Figure 1. Clock wiring as the flow saved it (run 1).
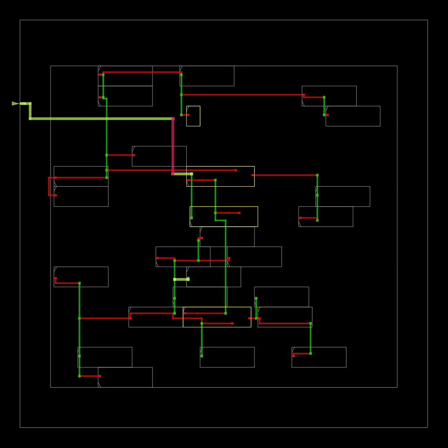
Figure 2. Clock network drawn from the DEF (run 1).
Drawn at 10 px/um.
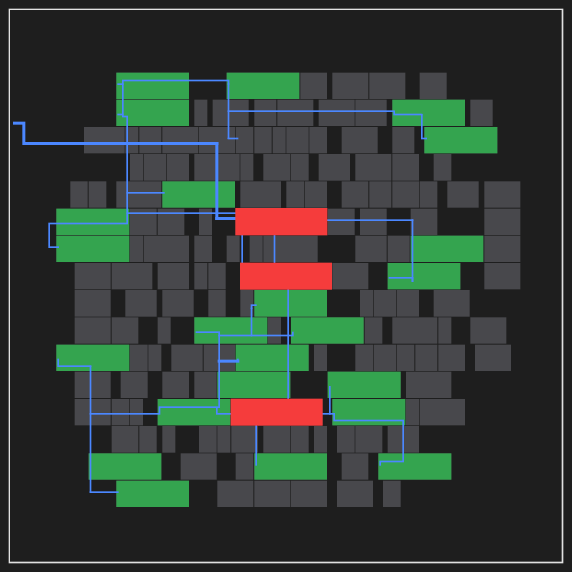
Figure 3. Placement by cell class (run 1).
Drawn at 6 px/um. Fill, decap, tap and diode cells in gray.
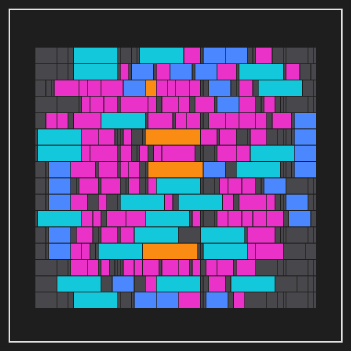
`src/rtl/div3_stream_ctrl_pkg.sv`:
```
// div3_stream_ctrl_pkg: shared state/remainder encodings and the MSB-first mod-3 step.
package div3_stream_ctrl_pkg;
   typedef enum logic [1:0] {IDLE = 2'b00, SHIFT = 2'b01, DONE = 2'b10} state_t;
   localparam logic [1:0] R0 = 2'b00;
   localparam logic [1:0] R1 = 2'b01;
   localparam logic [1:0] R2 = 2'b10;
   // (2*rem + b) mod 3; the unused code 2'b11 recovers to R0
   function automatic logic [1:0] next_rem(input logic [1:0] rem, input logic b);
      return rem == R0 ? (b ? R1 : R0) :
             rem == R1 ? (b ? R0 : R2) :
             rem == R2 ? (b ? R2 : R1) : R0;
   endfunction
endpackage

```
`src/rtl/div3_stream_ctrl_if.sv`:
```
// div3_stream_ctrl_if: word-in / classification-out valid-ready bundle.
interface div3_stream_ctrl_if #(parameter int W = 8);
   logic         in_valid;
   logic         in_ready;
   logic [W-1:0] in_data;
   logic         out_valid;
   logic         out_ready;
   logic         out_div3;
   logic [1:0]   out_rem;
   modport master (output in_valid, in_data, out_ready, input in_ready, out_valid, out_div3, out_rem);
   modport slave  (input in_valid, in_data, out_ready, output in_ready, out_valid, out_div3, out_rem);
endinterface

```
`src/rtl/div3_stream_ctrl_mod3_tracker.sv`:
```
// mod3_tracker: registered running remainder of an MSB-first bit stream.
module mod3_tracker
   import div3_stream_ctrl_pkg::*;
(
   input  logic       clk,
   input  logic       rst,
   input  logic       clr,
   input  logic       en,
   input  logic       bit_in,
   output logic [1:0] rem,
   output logic       div3
);
   always_ff @(posedge clk)
      rem <= (rst || clr || rem == 2'b11) ? R0 : en ? next_rem(rem, bit_in) : rem;
   assign div3 = rem == R0;
endmodule

```
`src/rtl/div3_stream_ctrl.sv`:
```
// div3_stream_ctrl: accepts words, shifts them MSB-first through mod3_tracker, reports div-by-3 and remainder.
module div3_stream_ctrl
   import div3_stream_ctrl_pkg::*;
#(
   parameter int W  = 8,
   parameter int CW = 8
) (
   input  logic          clk,
   input  logic          rst,
   div3_stream_ctrl_if.slave s,
   output logic          busy,
   output logic [CW-1:0] div_count
);
   localparam int NW = W > 1 ? $clog2(W) : 1;
   localparam logic [NW-1:0] LAST = NW'(W - 1);
   state_t        state, state_n;
   logic [W-1:0]  sr;
   logic [NW-1:0] cnt;
   logic [1:0]    rem;
   logic          div3;
   logic          accept;
   logic          fire;
   assign accept      = s.in_valid && s.in_ready;
   assign fire        = s.out_valid && s.out_ready;
   assign s.in_ready  = state == IDLE;
   assign s.out_valid = state == DONE;
   assign s.out_div3  = state == DONE && div3;
   assign s.out_rem   = state == DONE ? rem : 2'b00;
   assign busy        = state != IDLE;
   always_ff @(posedge clk)
      state <= rst ? IDLE : state_n;
   always_comb begin
      state_n = state == IDLE  ? (s.in_valid ? SHIFT : IDLE) :
                state == SHIFT ? (cnt == '0 ? DONE : SHIFT) :
                state == DONE  ? (s.out_ready ? IDLE : DONE) : IDLE;
   end
   always_ff @(posedge clk) begin
      if (rst) begin
         sr        <= '0;
         cnt       <= '0;
         div_count <= '0;
      end else begin
         if (accept) begin
            sr  <= s.in_data;
            cnt <= LAST;
         end else if (state == SHIFT) begin
            sr  <= sr << 1;
            cnt <= cnt - 1'b1;
         end
         if (fire && s.out_div3 && !(&div_count))
            div_count <= div_count + 1'b1;
      end
   end
   mod3_tracker u_trk (
      .clk    (clk),
      .rst    (rst),
      .clr    (accept),
      .en     (state == SHIFT),
      .bit_in (sr[W-1]),
      .rem    (rem),
      .div3   (div3)
   );
endmodule

```
`src/flat_wrapper.sv`:
```
// flat-port wrapper written by rule: the top's interface ports become plain ports
module div3_stream_ctrl_flat import div3_stream_ctrl_pkg::*;
#(
   parameter int W  = 8,
   parameter int CW = 8
)
  (clk, rst, busy, div_count, s_in_valid, s_in_data, s_out_ready, s_in_ready, s_out_valid, s_out_div3, s_out_rem);
  div3_stream_ctrl_if #(.W(W)) s_i ();
  input  logic clk;
  input  logic rst;
  output logic busy;
  output logic [CW-1:0] div_count;
  input wire logic [$bits(s_i.in_valid)-1:0] s_in_valid;
  input wire logic [$bits(s_i.in_data)-1:0] s_in_data;
  input wire logic [$bits(s_i.out_ready)-1:0] s_out_ready;
  output wire logic [$bits(s_i.in_ready)-1:0] s_in_ready;
  output wire logic [$bits(s_i.out_valid)-1:0] s_out_valid;
  output wire logic [$bits(s_i.out_div3)-1:0] s_out_div3;
  output wire logic [$bits(s_i.out_rem)-1:0] s_out_rem;
  assign s_i.in_valid = s_in_valid;
  assign s_i.in_data = s_in_data;
  assign s_i.out_ready = s_out_ready;
  assign s_in_ready = s_i.in_ready;
  assign s_out_valid = s_i.out_valid;
  assign s_out_div3 = s_i.out_div3;
  assign s_out_rem = s_i.out_rem;
  div3_stream_ctrl #(.W(W), .CW(CW)) u_core (.clk(clk), .rst(rst), .s(s_i), .busy(busy), .div_count(div_count));
endmodule
```
`config.mk`:
```
export PLATFORM = sky130hd
export DESIGN_NAME = div3_stream_ctrl_flat
export DESIGN_NICKNAME = d
export VERILOG_FILES = /design/src/rtl/div3_stream_ctrl_pkg.sv /design/src/rtl/div3_stream_ctrl_if.sv /design/src/rtl/div3_stream_ctrl_mod3_tracker.sv /design/src/rtl/div3_stream_ctrl.sv /design/src/flat_wrapper.sv
export SDC_FILE = /design/constraint.sdc
export NUM_CORES = 1
export LEC_CHECK = 0
export CAP_MARGIN = 5
export CORE_MARGIN = 4
export CORE_UTILIZATION = 52
export CTS_BUF_LIST = sky130_fd_sc_hd__clkbuf_16
export CTS_CLUSTER_DIAMETER = 200
export DETAILED_ROUTE_END_ITERATION = 6
export HOLD_SLACK_MARGIN = 0.15
export PLACE_DENSITY = 0.87
export SLEW_MARGIN = 20
export SYNTH_ARGS = -nofsm -noshare
export SYNTH_HDL_FRONTEND = slang
export SYNTH_HIERARCHICAL = 1
export SYNTH_SLANG_ARGS = --single-unit
```
`constraint.sdc`:
```
create_clock -name clk -period 4.8 [get_ports clk]
set_input_delay 0.96 -clock clk [delete_from_list [all_inputs] [get_ports clk]]
set_output_delay 0.96 -clock clk [all_outputs]
set_load 0.02 [all_outputs]
```
==> results.toml, run 1 <==
# yosys + openroad results
[run_status]
status = "finished, final reports clean"

[clock_tree]
tritoncts = "done"
holdBufCountCts = 0
clk_path_buf_depth = 2

[drt]
wire_per_inst_um = 14.7
dr.pass1.iters = 4

[timing]
relSlewSlack_pct = 41.8
fin_hold_ws_ns = 0.458
fmax_ghz = 0.351
period_minus_slack_ns = 2.85

[global_routing]
grt_overflow = 0
use_met2_pct = 36.4

[worst_hold_path]
min_from = "u_core/sr[3]"
holdCritPathClass = "register to register"

[worst_setup_path]
critPathLaunchType = "register"
timing.rr.end = "u_core/cnt[1]"
r2r_setup_slack_ns = 3.14
cpPeakStageDelay_ns = 0.60

[die]
fp.dieArea_um2 = 3040
fp_util_pct = 56.7
ios = 26

[power_and_ir_drop]
peakVddDrop_mv = 0.210
p_seq_share_pct = 45.4
power_frac_comb_pct = 16.1
p_clk_share_pct = 38.5

[place]
place_hpwl_um = 1790
About Figure 1:
TritonCTS Buffers: 3
Clock Power: 179 uW
worst skew pair latency: 0.25 ns

About Figure 2:
blue -> clock wires  # length 263 um
red -> clock drivers  # count 3
green -> flip-flops  # count 23
routed clock nets = 4

About Figure 3:
orange -> clock drivers and dummy loads  # cells 4
cyan -> sequential cells  # cells 23
blue -> remaining buffers and delay cells  # cells 25
magenta -> combinational and other logic  # cells 101
FP Rows: 16
Core ar.: 2040 um^2
design area: 1490 um^2
fraction of area in registers: 30.8%
post-layout util: 73.1%

run 1: power by group through the flow:
stage               Sequential [uW]  Clock, uW  Combinational, uW
floorplan                       213          0               48.8
global placement                214          0               70.5
detailed placement              214          0               73.5
CTS                             211        180               74.5
global route                    212        187               83.2
finish                          211        179               74.8
run 1: cell usage after synthesis, drive strengths merged, types with 3 or more instances:
cell type / count / area share [%]
mux2: 3 / 2.9
and4bb: 3 / 3.2
nand2: 8 / 2.6
inv: 8 / 2.6
nor2b: 4 / 2.2
clkbuf: 4 / 1.8
a21oi: 16 / 6.9
dfxtp: 23 / 40
nand3: 3 / 1.3
a211oi: 7 / 4.5
ha: 3 / 3.2
and2: 4 / 2.2
nand2b: 3 / 1.6
a22oi: 7 / 4.5
nor2: 6 / 1.9
run 1: cell type report:
class | count | area, um^2
Clock buffer | 3 | 75.1
Tap cell | 27 | 33.8
Fill cell | 169 | 549
Timing Repair Buffer | 25 | 250
Sequential cell | 23 | 460
Clock inverter | 1 | 5.00
Multi-Input combinational cell | 93 | 638
Inverter | 8 | 30.0
run 1: worst register-to-register path, delay by kind of cell (launching register included):
| kind | cells | cell delay [ns] |
|---|---|---|
| multiplexers | 1 | 0.40 |
| flip-flops | 1 | 0.45 |
| AND-OR/OR-AND | 1 | 0.13 |
| AND/OR/NAND/NOR | 1 | 0.58 |
run 1: cell usage in the layout (no fill, tap or decap), drive strengths merged, types with 4 or more instances in the layout:
| cell | n |
|---|---|
| a211oi | 7 |
| nand2 | 8 |
| nor2b | 4 |
| dfxtp | 23 |
| a21oi | 16 |
| a22oi | 7 |
| and2 | 4 |
| clkdlybuf4s50 | 25 |
| nor2 | 6 |
| inv | 8 |
run 1: flip-flops by register name, indices dropped and copies added (netlist names):
register          flops
u_core/sr             8
u_core/u_trk/rem      2
u_core/cnt            3
u_core/div_count      8
u_core/state          2
run 1: logic make-up after synthesis:
| group | count (synthesis) | share of synthesized area, % |
|---|---|---|
| xor gates and xnor gates | 2 | 1.51 |
| and+or+nand+nor | 46 | 25.3 |
| buffers and inverters | 14 | 5.30 |
| AOI/OAI and AO/OA | 38 | 21.1 |
| DFF | 23 | 39.8 |
| adders and majority gates | 3 | 3.24 |
| muxes | 4 | 3.78 |
run 1: metrics by stage:
stage	instances	utilization (%)	total power, uW
finish	180	73.1	464
global route	180	73.1	483
detailed placement	176	69.1	288
global placement	176	69.1	284
CTS	180	73.0	465
floorplan	130	-	261
run 1: how the worst min path moves through the flow:
stage / depth (start not counted) / end
5_1_grt: 2 / u_core/sr[5]
6_report: 2 / u_core/sr[3]
3_3_place_gp: 2 / u_core/sr[2]
3_5_place_dp: 2 / u_core/sr[3]
2_1_floorplan: 2 / u_core/sr[1]
4_1_cts: 2 / u_core/sr[5]
run 1: per-layer routing:
metal / wire (um) / up-vias
li1: - / 526
met1: 1180 / 487
met3: 85 / 2
met2: 1370 / 24
met4: 7 / 0
met5: 0 / -
==> run 1 -> run 2 <==
--- a/config.mk
+++ b/config.mk
@@ -7,12 +7,12 @@
 export LEC_CHECK = 0
 export CAP_MARGIN = 5
 export CORE_MARGIN = 4
-export CORE_UTILIZATION = 52
+export CORE_UTILIZATION = 49
 export CTS_BUF_LIST = sky130_fd_sc_hd__clkbuf_16
 export CTS_CLUSTER_DIAMETER = 200
 export DETAILED_ROUTE_END_ITERATION = 6
 export HOLD_SLACK_MARGIN = 0.15
-export PLACE_DENSITY = 0.87
+export PLACE_DENSITY = 0.83
 export SLEW_MARGIN = 20
 export SYNTH_ARGS = -nofsm -noshare
 export SYNTH_HDL_FRONTEND = slang
==> constraint.sdc (replaced) <==
create_clock -name clk -period 2.7 [get_ports clk]
set_input_delay 0.54 -clock clk [delete_from_list [all_inputs] [get_ports clk]]
set_output_delay 0.54 -clock clk [all_outputs]
set_load 0.02 [all_outputs]
Figure 4. Pin map (run 2).
Drawn at 4 px/um. Pins as bars across the die edge, other pins in gray.
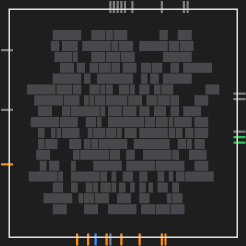
blue -> s_in_valid  # pins 1, direction input, edge south
orange -> s_in_data  # pins 8, direction input, edge 7 south, 1 west
green -> s_out_rem  # pins 2, direction output, edge east
Die Wd: 56.6 um
number of buffers inserted by port buffering: 25
Die H: 56.6 um

==> run 2 against run 1 <==
  * Non-clock buffer count rose by 2
  * Sequential share of layout area fell by 0.26 points
  * Clock skew fell by 0.00093 ns
  * Die area rose by 5.2%
  * Via count rose by 2.6%
  * Critical path depth did not move
  * First-iteration DRC count rose to 4.3 times the previous value
  * Total power rose by 77%
  * Worst setup slack got worse by 1.7 ns
  * Synthesized cell count did not move
==> results.toml, run 2 <==
# yosys + openroad results
[die]
num_rows = 17
fp.dieArea_um2 = 3200
ios = 26
fp_util_pct = 51.8

[synthesis]
yosys-mux-area-fraction_pct = 3.78
synthXorXnorAreaFrac_pct = 1.51
synth.area.top_cells = "dfxtp_1, a21oi_1, a211oi_1"
ys_sh_simple_pct = 25.3
synth-adder-area-share_pct = 3.24
top_area_share_pct = 39.8
top_area_cell = "dfxtp_1"

[worst_setup_path]
critPathLaunchType = "register"
cpPeakStageDelay_ns = 0.60

[layout]
nFillCells = 188
lay_top_count = "clkdlybuf4s50_1"
mostFrequentLayoutCells = "clkdlybuf4s50_1, dfxtp_1, a21oi_1, inv_1, nand2_1"
final_util_pct = 67.4
regArea_um2 = 460

[drt]
dr.pass1.iters = 4
wire_per_inst_um = 15.0

[clock_tree]
clk_path_buf_depth = 2
holdBufCountCts = 0
clock_latency_ns = 0.25
numCtsBuffers = 3

[timing]
fmax_ghz = 0.414
relSlewSlack_pct = 67.5
period_minus_slack_ns = 2.41

[place]
place_hpwl_um = 1920

[power_and_ir_drop]
peakVddDrop_mv = 0.344

[worst_hold_path]
holdCritPathClass = "register to register"

[run_status]
status = "finished, final reports clean"

[global_routing]
grt_overflow = 0
==> run 2: cell counts after synthesis <==
Identical to the previous run, type by type.
==> run 2: path summary, 6_finish.rpt <==
path	slack [ns]	cells past startpoint	endpoint	startpoint
setup reg to reg	1.05	4	u_core/div_count[3]	u_core/div_count[0]
hold reg to reg	0.45	2	u_core/sr[2]	u_core/sr[2]
hold / removal	0.45	2	u_core/sr[2]	u_core/sr[2]
setup / recovery	0.29	3	s_out_rem[0]	u_core/state[1]
==> run 2: cell families after synthesis <==
kind of cell	count (synthesis)
mux	4
simple gates	46
compound gates	38
flops	23
buf+inv	14
xor+xnor	2
fa+ha+maj	3
==> run 2: layout make-up <==
cell class | count | share of cell area, %
tap | 28 | 2.33
sequential | 23 | 30.6
multi-input combinational | 93 | 42.2
clock inverter | 1 | 0.249
clock buffer | 3 | 4.99
timing repair buffer | 27 | 17.6
inverter | 8 | 2.00
==> run 2: layer usage <==
metal	wire length, um	global-route usage, %	share of wire (%)
met1	1230	23.0	45
met5	0	0	0
met2	1390	30.5	51
met4	12	4.75	0.44
met3	111	2.99	4.0
==> run 2: worst reg2reg max path, stage by stage (launching register included) <==
cell and delay, ns:
dfxtp_1 0.36, ha_1 0.27, and3_1 0.28, a211oi_1 0.27, mux2_2 0.36
==> run 2: stage by stage <==
| stage | setup WS, ns | hold WS [ns] | power (uW) | instances | instance area (um^2) |
|---|---|---|---|---|---|
| after floorplan | 0.998 | 0.436 | 465 | 130 | 1160 |
| after global placement | 0.691 | 0.441 | 510 | 179 | 1430 |
| after detailed placement | 0.581 | 0.447 | 517 | 179 | 1430 |
| after CTS | 0.276 | 0.455 | 828 | 183 | 1510 |
| after global routing | 0.225 | 0.471 | 858 | 183 | 1510 |
| final | 0.286 | 0.454 | 823 | 183 | 1510 |
==> run 2: where the power goes <==
group,switching [uW],internal [uW]
clock,114,197
sequential,14.6,359
combinational,71.1,66.4
Power and IR drop assume default switching activity.
